[src/rtl/key_entry_pkg.sv]
// Shared types and constants for the keypad key-entry controller.
// The state encoding and index-width helper are used by the top and the edge detector.
package key_entry_pkg;

   typedef enum logic {
      ENTRY = 1'b0,
      DONE  = 1'b1
   } entry_state_e;

   // keyPress is active-low, so the idle level of the strobe and its history flops is 1.
   localparam logic KEY_IDLE_LEVEL = 1'b1;

   function automatic int idx_width(input int depth);
      return $clog2(depth + 1);
   endfunction

endpackage

[src/rtl/key_edge_detect.sv]
// Turns the active-low keyPress strobe into a one-cycle falling-edge pulse.
// With KEY_ENTRY_SYNC_EN defined, a 2-flop synchroniser sits ahead of the detector.
module key_edge_detect
   import key_entry_pkg::*;
(
   input  logic clock,
   input  logic reset,
   input  logic key_n,
   output logic fall_pulse
);

   logic kp_in;
   logic kp_q;
   logic kp_d;

`ifdef KEY_ENTRY_SYNC_EN
   logic sync1_q;
   logic sync1_d;
   logic sync2_q;
   logic sync2_d;

   always_comb begin
      sync1_d = key_n;
      sync2_d = sync1_q;
   end

   always_ff @(posedge clock or posedge reset) begin
      if (reset) begin
         sync1_q <= KEY_IDLE_LEVEL;
         sync2_q <= KEY_IDLE_LEVEL;
      end else begin
         sync1_q <= sync1_d;
         sync2_q <= sync2_d;
      end
   end

   assign kp_in = sync2_q;
`else
   assign kp_in = key_n;
`endif

   always_comb begin
      kp_d = kp_in;
   end

   always_ff @(posedge clock or posedge reset) begin
      if (reset) begin
         kp_q <= KEY_IDLE_LEVEL;
      end else begin
         kp_q <= kp_d;
      end
   end

   // A key held low produces exactly one pulse: kp_q follows the input the next edge.
   assign fall_pulse = kp_q & ~kp_in;

endmodule

[src/rtl/key_entry_buffer.sv]
// Keypad key-entry buffer: DEPTH symbols, saturating index, backspace, confirm, clear.
// Optional keyPress synchroniser is enabled with the KEY_ENTRY_SYNC_EN macro.
//
//   state | meaning
//   ENTRY | accepting key events into the buffer
//   DONE  | key locked, keyValid high, events ignored until clear/reset
module key_entry_buffer
   import key_entry_pkg::*;
#(
   parameter  int DEPTH  = 16,
   parameter  int DATA_W = 4,
   localparam int IDX_W  = idx_width(DEPTH)
) (
   input  logic                      clock,
   input  logic                      reset,
   input  logic                      enterToKey,
   input  logic                      keyPress,
   input  logic                      backspace,
   input  logic [DATA_W-1:0]         keyData,
   input  logic                      confirm,
   input  logic                      clear,
   output logic [IDX_W-1:0]          index,
   output logic [DEPTH*DATA_W-1:0]   keyOut,
   output logic                      empty,
   output logic                      full,
   output logic                      overrun,
   output logic                      keyValid
);

   localparam logic [IDX_W-1:0] DEPTH_IDX = IDX_W'(DEPTH);
   localparam logic [IDX_W-1:0] ONE_IDX   = IDX_W'(1);

   entry_state_e      state_q;
   entry_state_e      state_d;
   logic [IDX_W-1:0]  index_q;
   logic [IDX_W-1:0]  index_d;
   logic [DATA_W-1:0] slot_q [DEPTH];
   logic [DATA_W-1:0] slot_d [DEPTH];
   logic              overrun_q;
   logic              overrun_d;

   logic              key_event;
   logic              accept;
   logic              full_w;
   logic              empty_w;

   key_edge_detect u_edge (
      .clock      (clock),
      .reset      (reset),
      .key_n      (keyPress),
      .fall_pulse (key_event)
   );

   assign full_w  = (index_q == DEPTH_IDX);
   assign empty_w = (index_q == '0);
   assign accept  = key_event & enterToKey & (state_q == ENTRY);

   always_ff @(posedge clock or posedge reset) begin
      if (reset) begin
         state_q <= ENTRY;
      end else begin
         state_q <= state_d;
      end
   end

   // A key event in the same cycle outranks confirm, so the lock waits a cycle.
   always_comb begin
      state_d = state_q;
      if (clear) begin
         state_d = ENTRY;
      end else if ((state_q == ENTRY) && confirm && full_w && !accept) begin
         state_d = DONE;
      end
   end

   always_comb begin
      keyValid = (state_q == DONE);
   end

   always_comb begin
      index_d   = index_q;
      slot_d    = slot_q;
      overrun_d = 1'b0;
      if (clear) begin
         index_d = '0;
         for (int i = 0; i < DEPTH; i++) begin
            slot_d[i] = '0;
         end
      end else if (accept) begin
         if (!backspace) begin
            if (full_w) begin
               overrun_d = 1'b1;
            end else begin
               for (int i = 0; i < DEPTH; i++) begin
                  if (IDX_W'(i) == index_q) begin
                     slot_d[i] = keyData;
                  end
               end
               index_d = index_q + ONE_IDX;
            end
         end else if (!empty_w) begin
            // Backspace zeroes the vacated slot so keyOut never shows stale symbols.
            for (int i = 0; i < DEPTH; i++) begin
               if (IDX_W'(i) == (index_q - ONE_IDX)) begin
                  slot_d[i] = '0;
               end
            end
            index_d = index_q - ONE_IDX;
         end
      end
   end

   always_ff @(posedge clock or posedge reset) begin
      if (reset) begin
         index_q   <= '0;
         overrun_q <= 1'b0;
         for (int i = 0; i < DEPTH; i++) begin
            slot_q[i] <= '0;
         end
      end else begin
         index_q   <= index_d;
         overrun_q <= overrun_d;
         for (int i = 0; i < DEPTH; i++) begin
            slot_q[i] <= slot_d[i];
         end
      end
   end

   always_comb begin
      keyOut = '0;
      for (int i = 0; i < DEPTH; i++) begin
         keyOut[i*DATA_W +: DATA_W] = slot_q[i];
      end
   end

   assign index   = index_q;
   assign empty   = empty_w;
   assign full    = full_w;
   assign overrun = overrun_q;

endmodule
[config.mk]
export PLATFORM = sky130hd
export DESIGN_NAME = key_entry_buffer
export DESIGN_NICKNAME = d
export VERILOG_FILES = /design/src/rtl/key_entry_pkg.sv /design/src/rtl/key_edge_detect.sv /design/src/rtl/key_entry_buffer.sv
export SDC_FILE = /design/constraint.sdc
export NUM_CORES = 1
export LEC_CHECK = 0
export CAP_MARGIN = 40
export CORE_MARGIN = 1
export CORE_UTILIZATION = 56
export CTS_BUF_LIST = sky130_fd_sc_hd__clkbuf_8
export DETAILED_ROUTE_END_ITERATION = 7
export PLACE_DENSITY = 0.95
export REMOVE_ABC_BUFFERS = 1
export SYNTH_ARGS = -nofsm -noshare
export SYNTH_HDL_FRONTEND = slang
export SYNTH_SLANG_ARGS = --single-unit
export TNS_END_PERCENT = 10
[constraint.sdc]
create_clock -name clock -period 6.5 [get_ports clock]
set_clock_uncertainty 0.15 [all_clocks]
set_input_delay 0.65 -clock clock [delete_from_list [all_inputs] [get_ports clock]]
set_output_delay 0.65 -clock clock [all_outputs]
set_load 0.02 [all_outputs]
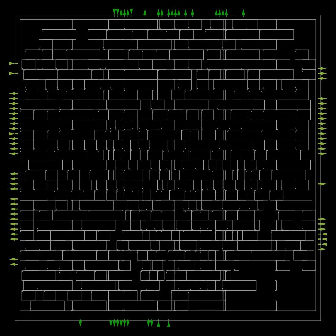
Run 1: cell outlines without signal wires
number of tap cells inserted: 77
num rows: 29
Finished Core Util: 73.7%
flip-flop and latch count: 72

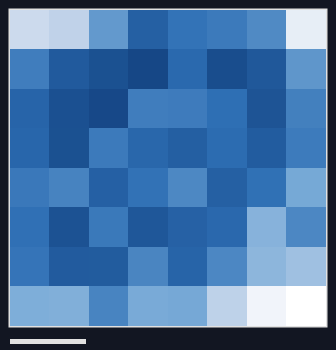
Run 1: local utilization
Bar = 20 um. 8 x 8 tiles, from white (low) to dark blue (high), 0 to 100% covered.
The emptiest ninth of the die: lower right. The mean over all tiles is 66%. The fullest tile reaches 91%. 41% of the tiles are over 75% full. 1.6% of the tiles are nearly empty.

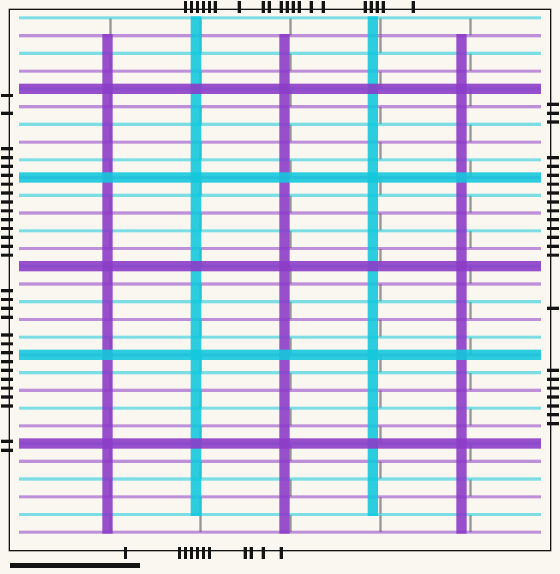
Run 1: supply network
Bar = 20 um. Pins as bars on the die edge. Tap cells in grey.
Purple stands for VSS. Cyan stands for VDD.
84 signal pins sit on the boundary. 77 tap cells.

[run 1: final timing paths]
path	from	end	slack [ns]	depth (start not counted)
min reg2reg	keyOut[43]	keyOut[43]	0.35	1
max reg2reg	index[0]	keyOut[56]	3.59	7
max in group asynchronous	reset	index[1]	4.91	3
min in group asynchronous	reset	keyOut[26]	0.73	3
min	keyOut[43]	keyOut[43]	0.35	1
max	index[0]	empty	3.01	5
[run 1: metal layers]
layer / global-route usage, % / part of all wire [%]
met1: 38.0 / 43
met2: 46.5 / 47
met3: 8.35 / 7.8
met4: 13.3 / 2.6
met5: 0 / 0
[run 1: flip-flops by register name, indices dropped and copies added, names as in the netlist]
name         cells
index            5
keyOut          64
keyValid         1
overrun          1
u_edge.kp_q      1
[run 1: logic make-up (layout without fill, tap and decap cells)]
kind of cell    count (synthesis)  count (layout)  synth area share (%)
fa+ha+maj                       6               6                  2.05
buf+inv                        29             107                  4.24
xor+xnor                        5               5                  1.20
flops                          72              72                  49.3
simple gates                   94              94                  15.2
mux                             4               4                  1.23
compound gates                124             124                  26.8
[run 1: cell type report]
class / count / share of cell area (%)
flip-flops and latches: 72 / 38.7
repair buffers: 84 / 18.0
clock inverters: 7 / 1.43
clock buffers: 9 / 2.66
well taps: 77 / 2.07
inverters: 7 / 0.565
multi-input cells: 233 / 36.5
[run 1: metrics by stage]
step	utilization, %	worst slack [ns]
after floorplan	-	3.86
after CTS	73.7	3.08
after global placement	70.7	3.29
after global routing	73.7	2.83
final	73.7	3.01
after detailed placement	70.7	3.17
[run 1: where the power goes]
part | switching (mW) | leakage (nW) | internal (mW) | total [mW]
registers | 0.0392 | 0.969 | 0.487 | 0.526
clock network | 0.193 | 0.0892 | 0.145 | 0.339
logic | 0.194 | 0.821 | 0.150 | 0.344
total | 0.427 | 1.88 | 0.782 | 1.21
==> flow_summary_export.csv, run 1 <==
group,metric,value,unit
status,outcome,"finished clean",
synthesis,async_reset_ff_share,100,%
critical_path,cp_max_fo,13,
clock_tree,cts-buffers-inserted,9,
sta,tightest_slew,0.981,ns
min_path,hold_class,"reg2reg",
die,floorplan.core_util,57.9,%
synthesis,synth.top_cells.by_area,"sky130_fd_sc_hd__dfrtp_1, sky130_fd_sc_hd__o2bb2ai_1, sky130_fd_sc_hd__a22o_1",
global_route,grt_pass1_wl,15.8,mm
clock_tree,clock_path_buffers,2,
critical_path,timing.critical_path.from_type,"flop",
placed_design,place.gp.congestion,0.950,
power_and_ir_drop,post-layout-total-power,1.21,mW
synthesis,synth_area_leader_cell,"sky130_fd_sc_hd__dfrtp_1",
clock_tree,clkLatencyLatePin,0.35,ns
cells_and_area,layout_top_cell,"sky130_fd_sc_hd__clkdlybuf4s50_1",
synthesis,synth-seq-area-share,49.3,%
sta,maxSlewHeadroom,34.6,%
sta,grt_setup_unrepaired,"false",
placed_design,dpl_cell_area,4460,sq um
power_and_ir_drop,vdd_drop_max,0.191,mV
critical_path,worstPathRequired,5.70,ns
sta,max_clock_freq,287,MHz
global_route,gr_ovfl_total,0,
synthesis,number_of_warnings_reported_in_the_yosys_synthesis_log,0,
cells_and_area,final_nets,424,
die,io-pin-count,84,
cells_and_area,flow.area_growth_from_synthesis,27.2,%
power_and_ir_drop,p_per_area,260,nW/um^2
synthesis,yosysMostFrequentCell,"sky130_fd_sc_hd__dfrtp_1",
sta,setup_violations,0,
critical_path,crit_buf_inv,2,
cells_and_area,antenna_fix_cells,0,
sta,slew_viol_final,0,
global_route,vias_in_the_first_global_route,3068,
cells_and_area,final-seq-area,1800,sq um
job,warning_count,29,
critical_path,cp_slowest_stage_delay,0.69,ns
synthesis,ys_seq_elements,72,
global_route,grt_max_degree,73,
global_route,grt_antenna_before_repair,0,
die,die_x,82.8,um
placed_design,hpwlAfterDp,6.80,mm
clock_tree,post_cts_resized,0,
die,floorplan.die_area,6860,sq um
routing,avgViaCountPerCell,6.46,
synthesis,yosys_cells,334,
cells_and_area,final_layout_top_logic_cells,"sky130_fd_sc_hd__clkdlybuf4s50_1, sky130_fd_sc_hd__dfrtp_1, sky130_fd_sc_hd__o2bb2ai_1",
critical_path,arrival,2.69,ns
routing,detailroute.via_count,3161,
critical_path,critical-path-slowest-cell,"sky130_fd_sc_hd__clkdlybuf4s50_1",
sta,timing.final.hold_violations,0,
synthesis,synth.distinct_cells,63,
routing,drt-total-wl,9.86,mm
cells_and_area,area.combinational,1700,sq um
clock_tree,clk_transition_reported_paths,0.08,ns
synthesis,ff_type,"sky130_fd_sc_hd__dfrtp_1",
routing,final_antenna_net_count,0,
synthesis,post_synth_instance_area,3660,sq um
synthesis,synth_top_area_share,48.6,%
synthesis,ys_top_cells_by_count,"sky130_fd_sc_hd__dfrtp_1, sky130_fd_sc_hd__o2bb2ai_1, sky130_fd_sc_hd__nand2_1",
sta,setup_total_negative_slack,0,ns
global_route,grt_use_total,29.5,%
cells_and_area,filler_cells_inserted,449,
routing,drc_errors,0,
clock_tree,clockRootBuffer,"sky130_fd_sc_hd__clkbuf_8",
clock_tree,cts_hold_repair.buffers,0,
synthesis,synth_cells,334,
sta,whs,0.346,ns
sta,timing.final.crit_period,3.49,ns
critical_path,timing.critical_path.cells,"inv_1 > ha_1 > nand2b_1 > nor3_2 > clkdlybuf4s50_1",
die,y_dimension_of_the_die,82.8,um
clock_tree,tritoncts,"built",
sta,final_min_period_over_clock_period,53.7,%
synthesis,yosys_area,3660,sq um
cells_and_area,layout_cell_area_excl_fill,4650,sq um
clock_tree,cts_num_sinks,72,
placed_design,dpl.cell_count,473,
critical_path,worstSetupPathType,"reg2out",
synthesis,syn_avg_cell_area,10.9,sq um
job,max_cap_viol_count,0,
clock_tree,cts_max_level,3,
synthesis,number_of_enable_type_register_cells_in_the_synthesized_netlist,0,
placed_design,port_buffers,83,
routing,wl_per_cell,20.2,um
power_and_ir_drop,power.static_leakage,1.88,nW
critical_path,crit_path_max_delay_family,"buffers and inverters",
critical_path,nature_of_the_critical_path_endpoint,"primary output",
cells_and_area,instances_no_fill,489,
clock_tree,postCtsSetupRepairBufs,0,
die,core_area,6310,sq um
cells_and_area,layout-drive-gt1-share,9.95,%
routing,detail_route.first_pass.iterations,6,
routing,detail_route.iter0.violations,311,
Run 1, wires at chosen ports, followed through buffers:
Bar = 20 um.
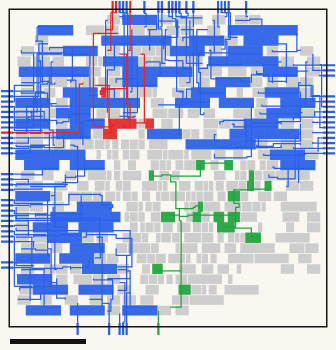

--- run 2 (diff from run 1) ---
--- a/config.mk
+++ b/config.mk
@@ -7,10 +7,10 @@
 export LEC_CHECK = 0
 export CAP_MARGIN = 40
 export CORE_MARGIN = 1
-export CORE_UTILIZATION = 56
+export CORE_UTILIZATION = 52
 export CTS_BUF_LIST = sky130_fd_sc_hd__clkbuf_8
 export DETAILED_ROUTE_END_ITERATION = 7
-export PLACE_DENSITY = 0.95
+export PLACE_DENSITY = 0.92
 export REMOVE_ABC_BUFFERS = 1
 export SYNTH_ARGS = -nofsm -noshare
 export SYNTH_HDL_FRONTEND = slang
==> constraint.sdc (replaced) <==
create_clock -name clock -period 3.4 [get_ports clock]
set_clock_uncertainty 0.15 [all_clocks]
set_input_delay 0.34 -clock clock [delete_from_list [all_inputs] [get_ports clock]]
set_output_delay 0.34 -clock clock [all_outputs]
set_load 0.02 [all_outputs]
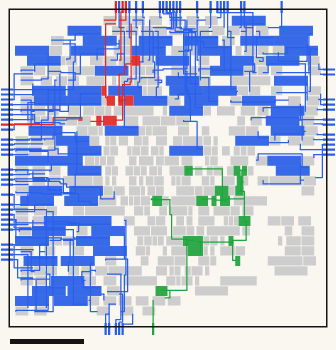
Run 2: wires at chosen ports, followed through buffers
Bar = 20 um.
Red stands for keyData, direction input, edge 3 top, 1 left, end cells 8, buffers 4, wire 121 um. Blue stands for keyOut, direction output, edge 27 left, 20 top, 12 right, 5 bottom, end cells 64, buffers 64, wire 1940 um. Green stands for backspace, direction input, edge bottom, end cells 17, buffers 1, wire 134 um.

==> run 2 against run 1 <==
Compared with the run above:
- wire length up 1.0%
- die size up 7.5%
- critical path depth unchanged
- final cell count up 4.5%
- utilization down 3.1 points
- global-route usage down 0.55 points
- critical path type unchanged
- largest cell class unchanged
==> flow_summary_export.csv, run 2 <==
group,metric,value,unit
power_and_ir_drop,power.static_leakage,1.94,nW
synthesis,ys_top_cells_by_count,"sky130_fd_sc_hd__dfrtp_1, sky130_fd_sc_hd__o2bb2ai_1, sky130_fd_sc_hd__nand2_1",
die,floorplan.core_util,53.8,%
clock_tree,clk_transition_reported_paths,0.09,ns
cells_and_area,final_nets,427,
sta,post-route-worst-setup-slack,0.357,ns
placed_design,hpwlAfterDp,6.97,mm
cells_and_area,antenna_fix_cells,0,
cells_and_area,max_ffs_per_register,64,
status,outcome,"finished clean",
clock_tree,cts_max_level,3,
cells_and_area,final_layout_top_logic_cells,"sky130_fd_sc_hd__clkdlybuf4s50_1, sky130_fd_sc_hd__dfrtp_1, sky130_fd_sc_hd__o2bb2ai_1",
routing,wl_per_cell,19.5,um
clock_tree,cts_num_sinks,72,
critical_path,crit_buf_inv,2,
placed_design,port_buffers,83,
critical_path,timing.critical_path.cells,"inv_1 > ha_1 > nand2b_1 > nor3_2 > clkdlybuf4s50_1",
synthesis,synth_area_leader_cell,"sky130_fd_sc_hd__dfrtp_1",
critical_path,cp_max_fo,13,
cells_and_area,instances_no_fill,511,
routing,drc_errors,0,
critical_path,crit_path_max_delay_family,"buffers and inverters",
global_route,grt_pass1_wl,16.5,mm
power_and_ir_drop,vdd_drop_max,0.365,mV
clock_tree,tritoncts,"built",
global_route,vias_in_the_first_global_route,3171,
sta,setup_total_negative_slack,0,ns
power_and_ir_drop,p_comb_share,26.3,%
power_and_ir_drop,internal-power,1.72,mW
sta,slew_viol_final,0,
global_route,grt_antenna_before_repair,0,
min_path,hold_class,"in2reg",
critical_path,worstPathRequired,2.91,ns
power_and_ir_drop,p_per_area,528,nW/um^2
clock_tree,cts_hold_repair.buffers,0,
routing,detailroute.via_count,3245,
power_and_ir_drop,share_of_power_burned_in_the_clock_network,34.1,%
clock_tree,clkLatencyLatePin,0.35,ns
power_and_ir_drop,power_switching,807,uW
critical_path,arrival,2.55,ns
die,floorplan.die_area,7370,sq um
placed_design,minimum_setup_slack_after_placement,0.566,ns
cells_and_area,final_core_util,70.6,%
synthesis,synth.distinct_cells,63,
synthesis,ff_type,"sky130_fd_sc_hd__dfrtp_1",
synthesis,synth_top_area_share,48.6,%
global_route,gr_ovfl_total,0,
critical_path,critical-path-slowest-cell,"sky130_fd_sc_hd__clkdlybuf4s50_1",
die,placementRows,30,
sta,tightest_slew,0.888,ns
sta,timing.final.hold_violations,0,
sta,whs,0.282,ns
critical_path,nature_of_the_critical_path_endpoint,"primary output",
clock_tree,cts-buffers-inserted,9,
synthesis,synth.top_cells.by_area,"sky130_fd_sc_hd__dfrtp_1, sky130_fd_sc_hd__o2bb2ai_1, sky130_fd_sc_hd__a22o_1",
sta,final_min_period_over_clock_period,89.5,%
synthesis,syn_avg_cell_area,10.9,sq um
sta,max_clock_freq,329,MHz
clock_tree,clockRootBuffer,"sky130_fd_sc_hd__clkbuf_8",
global_route,grt_use_total,28.9,%
routing,drt-total-wl,9.96,mm
synthesis,yosys_cells,334,
critical_path,cp_slowest_stage_delay,0.68,ns
sta,maxSlewHeadroom,40.8,%
routing,final_antenna_net_count,0,
critical_path,timing.critical_path.from_type,"flop",
synthesis,yosys_area,3660,sq um
power_and_ir_drop,power.sequential.fraction,39.6,%
die,die_x,85.9,um
clock_tree,post_cts_resized,0,
clock_tree,postCtsSetupRepairBufs,0,
power_and_ir_drop,post-layout-total-power,2.53,mW
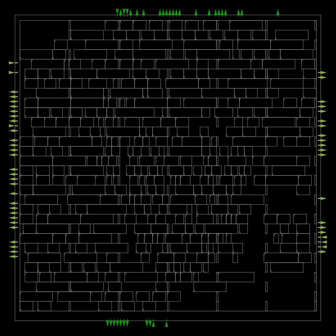
Run 2: cell outlines without signal wires
Filler Cells Inserted: 514
sequential portion of the cell area: 37.6%
core area: 6790 sq um
number of tap cells inserted: 96

-- run 2: netlist changes by cell type in the layout (fill, tap and decap cells not counted), sizes merged --
cell      delta
bufinv       +3
clkinv       -1
buf          +3
clkinvlp     -2
-- run 2: final timing paths --
kind / from / to / slack (ns) / cells after the start
max in group asynchronous: reset / keyOut[38] / 2.15 / 3
max: index[1] / empty / 0.36 / 5
min: keyPress / u_edge.kp_q / 0.28 / 1
max reg2reg: index[1] / keyOut[56] / 0.54 / 7
min reg2reg: keyOut[39] / keyOut[39] / 0.35 / 1
min in group asynchronous: reset / keyOut[56] / 0.31 / 2
-- run 2: cells by family (layout without fill, tap and decap cells) --
| family | after synthesis | in the layout | synth area share [%] |
|---|---|---|---|
| adder cells (fa/ha/maj) | 6 | 6 | 2.05 |
| AND-OR/OR-AND | 124 | 124 | 26.8 |
| AND/OR/NAND/NOR | 94 | 94 | 15.2 |
| XOR/XNOR | 5 | 5 | 1.20 |
| multiplexers | 4 | 4 | 1.23 |
| buffers and inverters | 29 | 110 | 4.24 |
| flip-flops | 72 | 72 | 49.3 |
-- run 2: power by group through the flow --
stage                     clock [mW]  sequential [mW]  combinational, mW
final                          0.863             1.00              0.665
after global routing           0.904             1.01              0.713
after CTS                      0.868            0.999              0.662
after detailed placement           0             1.01              0.658
after global placement             0             1.02              0.641
after floorplan                    0             1.10              0.290
-- run 2: final cells by class --
cell class | count | area [sq um]
inverter | 7 | 26.3
clock inverter | 7 | 128
fill | 514 | 2000
tap | 96 | 120
multi-input combinational | 233 | 1700
sequential | 72 | 1800
clock buffer | 9 | 124
timing repair buffer | 87 | 893
-- run 2: per-layer routing --
metal	up-vias	global-route usage, %	wire [um]
li1	1435	-	-
met1	1569	39.1	4230
met2	209	46.0	4700
met3	32	6.45	820
met4	0	10.3	214
met5	-	0	0
Run 2, local utilization:
Bar = 20 um. 9 x 9 tiles, from white (low) to dark blue (high), 0 to 100% covered.
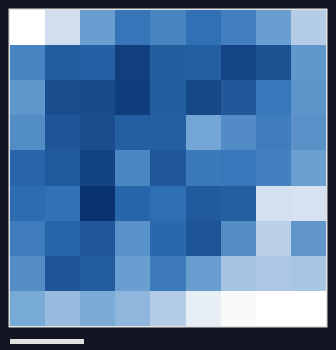

--- run 3 (diff from run 2) ---
--- a/config.mk
+++ b/config.mk
@@ -10,9 +10,10 @@
 export CORE_UTILIZATION = 52
 export CTS_BUF_LIST = sky130_fd_sc_hd__clkbuf_8
 export DETAILED_ROUTE_END_ITERATION = 7
-export PLACE_DENSITY = 0.92
+export PLACE_DENSITY = 0.93
 export REMOVE_ABC_BUFFERS = 1
 export SYNTH_ARGS = -nofsm -noshare
 export SYNTH_HDL_FRONTEND = slang
+export SYNTH_HIERARCHICAL = 1
 export SYNTH_SLANG_ARGS = --single-unit
 export TNS_END_PERCENT = 10
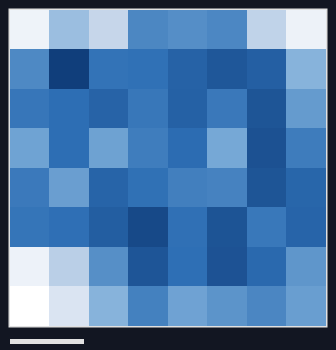
Run 3: local utilization
Bar = 20 um. 8 x 8 tiles, from white (low) to dark blue (high), 0 to 100% covered.
1.6% of the tiles are nearly empty. The emptiest ninth of the die: lower left. 31% of the tiles are over 75% full.

==> run 3 against run 2 <==
Compared with the run above:
- the flow now finishes with violations (design-rule violations)
- clock power is 27% lower
- largest cell class unchanged
- via count fell by 4.7%
- flip-flop count did not move
- final cell count fell by 6.1%
- critical path depth is 2 higher
- clock-buffer cell count is the same
- synthesized cell count decreased by 6.6%
- design area is 2.5% lower
==> flow_summary_export.csv, run 3 <==
group,metric,value,unit
power_and_ir_drop,power.static_leakage,2.04,nW
job,max_cap_viol_count,0,
die,die_x,84.9,um
synthesis,yosys_area,3570,sq um
cells_and_area,instances_no_fill,480,
synthesis,synth_area_leader_cell,"sky130_fd_sc_hd__dfrtp_1",
cells_and_area,layout_cell_area_excl_fill,4670,sq um
routing,drc_errors,8,
placed_design,minimum_setup_slack_after_placement,0.647,ns
sta,setup_violations,0,
cells_and_area,final_layout_top_logic_cells,"sky130_fd_sc_hd__clkdlybuf4s50_1, sky130_fd_sc_hd__dfrtp_1, sky130_fd_sc_hd__a22o_1",
critical_path,critical-path-slowest-cell,"sky130_fd_sc_hd__mux2i_1",
clock_tree,post_cts_resized,0,
synthesis,synth.top_cells.by_area,"sky130_fd_sc_hd__dfrtp_1, sky130_fd_sc_hd__a22o_1, sky130_fd_sc_hd__o311ai_2",
power_and_ir_drop,share_of_power_burned_in_the_clock_network,22.8,%
cells_and_area,area.combinational,1650,sq um
critical_path,crit_buf_inv,1,
clock_tree,postCtsSetupRepairBufs,0,
sta,timing.final.crit_period,2.87,ns
synthesis,synth.cellmix.xorXnorShare,0.490,%
synthesis,synthMuxAreaShare,1.44,%
sta,max_clock_freq,349,MHz
critical_path,regToRegSetupSlack,0.53,ns
critical_path,nature_of_the_critical_path_endpoint,"flop",
synthesis,top_logic_kind,"AND-OR/OR-AND gates",
synthesis,synth.distinct_cells,48,
min_path,hold_class,"in2async",
critical_path,worstSetupPathType,"reg2reg",
power_and_ir_drop,vdd_drop_max,0.300,mV
critical_path,worstReg2RegStart,"index[1]",
die,floorplan.core_util,55.0,%
synthesis,yosysMostFrequentCell,"sky130_fd_sc_hd__dfrtp_1",
job,warning_count,29,
clock_tree,cts_hold_repair.buffers,0,
synthesis,number_of_warnings_reported_in_the_yosys_synthesis_log,6,
cells_and_area,antenna_fix_cells,0,
sta,maxSlewHeadroom,41.8,%
synthesis,synth-seq-area-share,50.5,%
critical_path,worst_reg_to_reg_cells,7,
clock_tree,clkLatencyLatePin,0.35,ns
clock_tree,cts_num_sinks,72,
cells_and_area,flow.area_growth_from_synthesis,30.7,%
die,y_dimension_of_the_die,84.9,um
global_route,grt_pass1_wl,15.6,mm
placed_design,port_buffers,83,
synthesis,syn_avg_cell_area,11.5,sq um
global_route,grt_antenna_before_repair,0,
global_route,grt_max_degree,37,
synthesis,ys_top_cells_by_count,"sky130_fd_sc_hd__dfrtp_1, sky130_fd_sc_hd__a22o_1, sky130_fd_sc_hd__a21oi_1",
synthesis,synth_cells,312,
synthesis,post_synth_and_or_nand_nor_area_fraction,11.8,%
power_and_ir_drop,share_of_total_power_consumed_by_net_switching,40.2,%
cells_and_area,filler_cells_inserted,470,
synthesis,async_reset_ff_share,100,%
placed_design,dpl.cell_count,464,
synthesis,synth_top_area_share,49.7,%
synthesis,ys_seq_elements,72,
synthesis,post_synth_instance_area,3570,sq um
clock_tree,clock_path_buffers,2,
cells_and_area,layout_top_cell,"sky130_fd_sc_hd__clkdlybuf4s50_1",
placed_design,hpwlAfterDp,6.95,mm
clock_tree,clk_transition_reported_paths,0.08,ns
critical_path,timing.critical_path.cells,"inv_1 > ha_1 > nor3b_4 > mux2i_1 > nor3_1 > o21ai_0 > o2bb2ai_1",
die,floorplan.die_area,7210,sq um
sta,grt_setup_unrepaired,"false",
global_route,vias_in_the_first_global_route,3063,
cells_and_area,layout-drive-gt1-share,11.2,%
sta,slew_viol_final,0,
routing,avgViaCountPerCell,6.45,
routing,drt-total-wl,9.42,mm
sta,tightest_slew,0.866,ns
power_and_ir_drop,post-layout-total-power,2.77,mW
synthesis,number_of_enable_type_register_cells_in_the_synthesized_netlist,0,
synthesis,ff_type,"sky130_fd_sc_hd__dfrtp_1",
cells_and_area,final_nets,415,
die,placementRows,29,
synthesis,synth_area_in_compound_gates,30.2,%
power_and_ir_drop,p_comb_share,40.5,%
critical_path,timing.critical_path.from_type,"flop",
routing,wl_per_cell,19.6,um
power_and_ir_drop,power.sequential.fraction,36.7,%
routing,detailroute.via_count,3094,
status,outcome,"finished with violations",
clock_tree,cts-buffers-inserted,9,
critical_path,crit_path_max_delay_family,"AND-OR/OR-AND gates",
clock_tree,cts_max_level,3,
routing,final_antenna_net_count,0,
power_and_ir_drop,internal-power,1.66,mW
routing,detail_route.first_pass.iterations,8,
sta,final_min_period_over_clock_period,84.4,%
cells_and_area,final_core_util,71.9,%
global_route,grt_use_total,28.1,%
sta,timing.final.hold_violations,0,
critical_path,cp_slowest_stage_delay,0.56,ns
sta,whs,0.170,ns
sta,post-route-worst-setup-slack,0.531,ns
placed_design,dpl_cell_area,4490,sq um
synthesis,synth.cellmix.adderShare,2.10,%
synthesis,yosys_cells,312,
die,core_area,6490,sq um
clock_tree,tritoncts,"built",
global_route,gr_ovfl_total,0,
cells_and_area,final-seq-area,1800,sq um
die,io-pin-count,84,
clock_tree,clockRootBuffer,"sky130_fd_sc_hd__clkbuf_8",
cells_and_area,max_ffs_per_register,64,
sta,setup_total_negative_slack,0,ns
critical_path,cp_max_fo,8,
power_and_ir_drop,power_switching,1.11,mW
placed_design,place.gp.congestion,0.974,
critical_path,worstReg2RegEnd,"keyOut[56]",
power_and_ir_drop,p_per_area,593,nW/um^2
critical_path,arrival,2.99,ns
critical_path,worstPathRequired,3.52,ns
status,violated_checks,"design-rule violations",
routing,detail_route.iter0.violations,284,
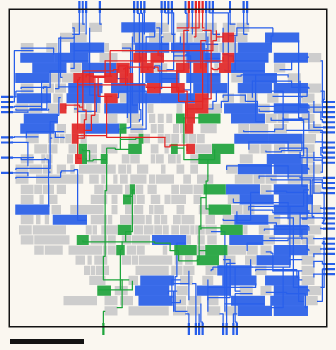
Run 3: wires at chosen ports, followed through buffers
Bar = 20 um.
Red stands for keyData, direction input, edge top, end cells 28, buffers 4, wire 410 um. Green stands for backspace, direction input, edge bottom, end cells 23, buffers 2, wire 236 um. Blue stands for keyOut, direction output, edge 28 right, 20 top, 8 left, 8 bottom, end cells 64, buffers 64, wire 1820 um.

-- run 3: cell count changes in the layout (fill, tap and decap cells not counted), moves of 6 or more --
cell | previous run | this run
sky130_fd_sc_hd__o2bb2ai_1 | 32 | 8
sky130_fd_sc_hd__buf_4 | 2 | 10
sky130_fd_sc_hd__o31ai_1 | 1 | 10
sky130_fd_sc_hd__o21bai_1 | 6 | 0
sky130_fd_sc_hd__o311ai_2 | 0 | 9
sky130_fd_sc_hd__nand2_1 | 27 | 7
sky130_fd_sc_hd__a31oi_1 | 12 | 3
sky130_fd_sc_hd__and3_1 | 2 | 13
sky130_fd_sc_hd__a22o_1 | 20 | 39
-- run 3: cell type report --
class	instances	share of cell area [%]
well taps	77	2.06
flip-flops and latches	72	38.6
clock inverters	7	1.21
repair buffers	93	19.4
multi-input cells	211	35.2
inverters	11	0.884
clock buffers	9	2.65
-- run 3: metal layers --
layer / part of all wire, % / global-route usage [%]
met5: 0 / 0
met4: 1.6 / 11.2
met3: 5.9 / 4.57
met2: 50 / 46.5
met1: 43 / 37.2
-- run 3: worst max path at each step --
stage	startpoint	end	slack [ns]	cells past startpoint
final	index[1]	keyOut[56]	0.53	7
after global routing	index[0]	keyOut[56]	0.39	7
after CTS	index[3]	full	0.57	3
after detailed placement	index[0]	keyOut[58]	0.65	7
after global placement	index[0]	keyOut[12]	0.77	7
after floorplan	index[0]	keyOut[44]	0.85	7
-- run 3: power groups by stage --
| stage | Sequential, mW | Clock, mW | Combinational, mW |
|---|---|---|---|
| 2_1_floorplan | 1.08 | 0 | 0.647 |
| 4_1_cts | 1.02 | 0.637 | 1.11 |
| 6_report | 1.02 | 0.631 | 1.12 |
| 5_1_grt | 1.03 | 0.677 | 1.20 |
| 3_3_place_gp | 1.03 | 0 | 1.09 |
| 3_5_place_dp | 1.03 | 0 | 1.10 |

==> layout pictures side by side <==
Where the registers sit.
Bar = 20 um. Other sequential cells in the stronger grey, the rest of the logic in the fainter grey.
(a)
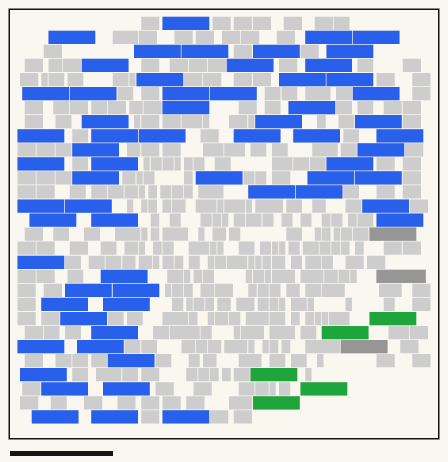
(b)
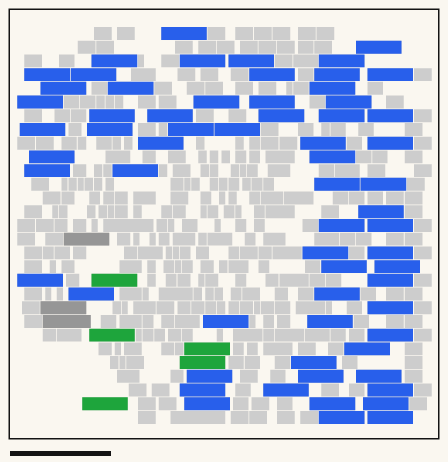
(c)
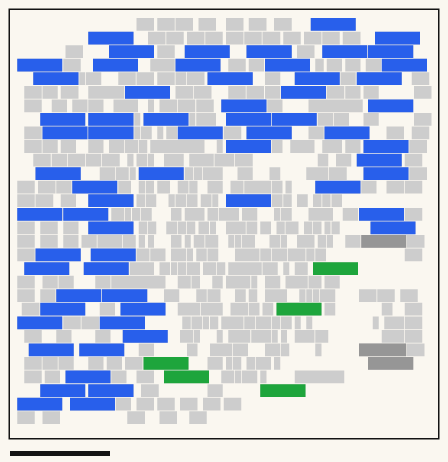
Run 1 is (a).
Run 3 is (b).
Run 2 is (c).

No activity file was given, so power comes from the tool's default toggle rates.
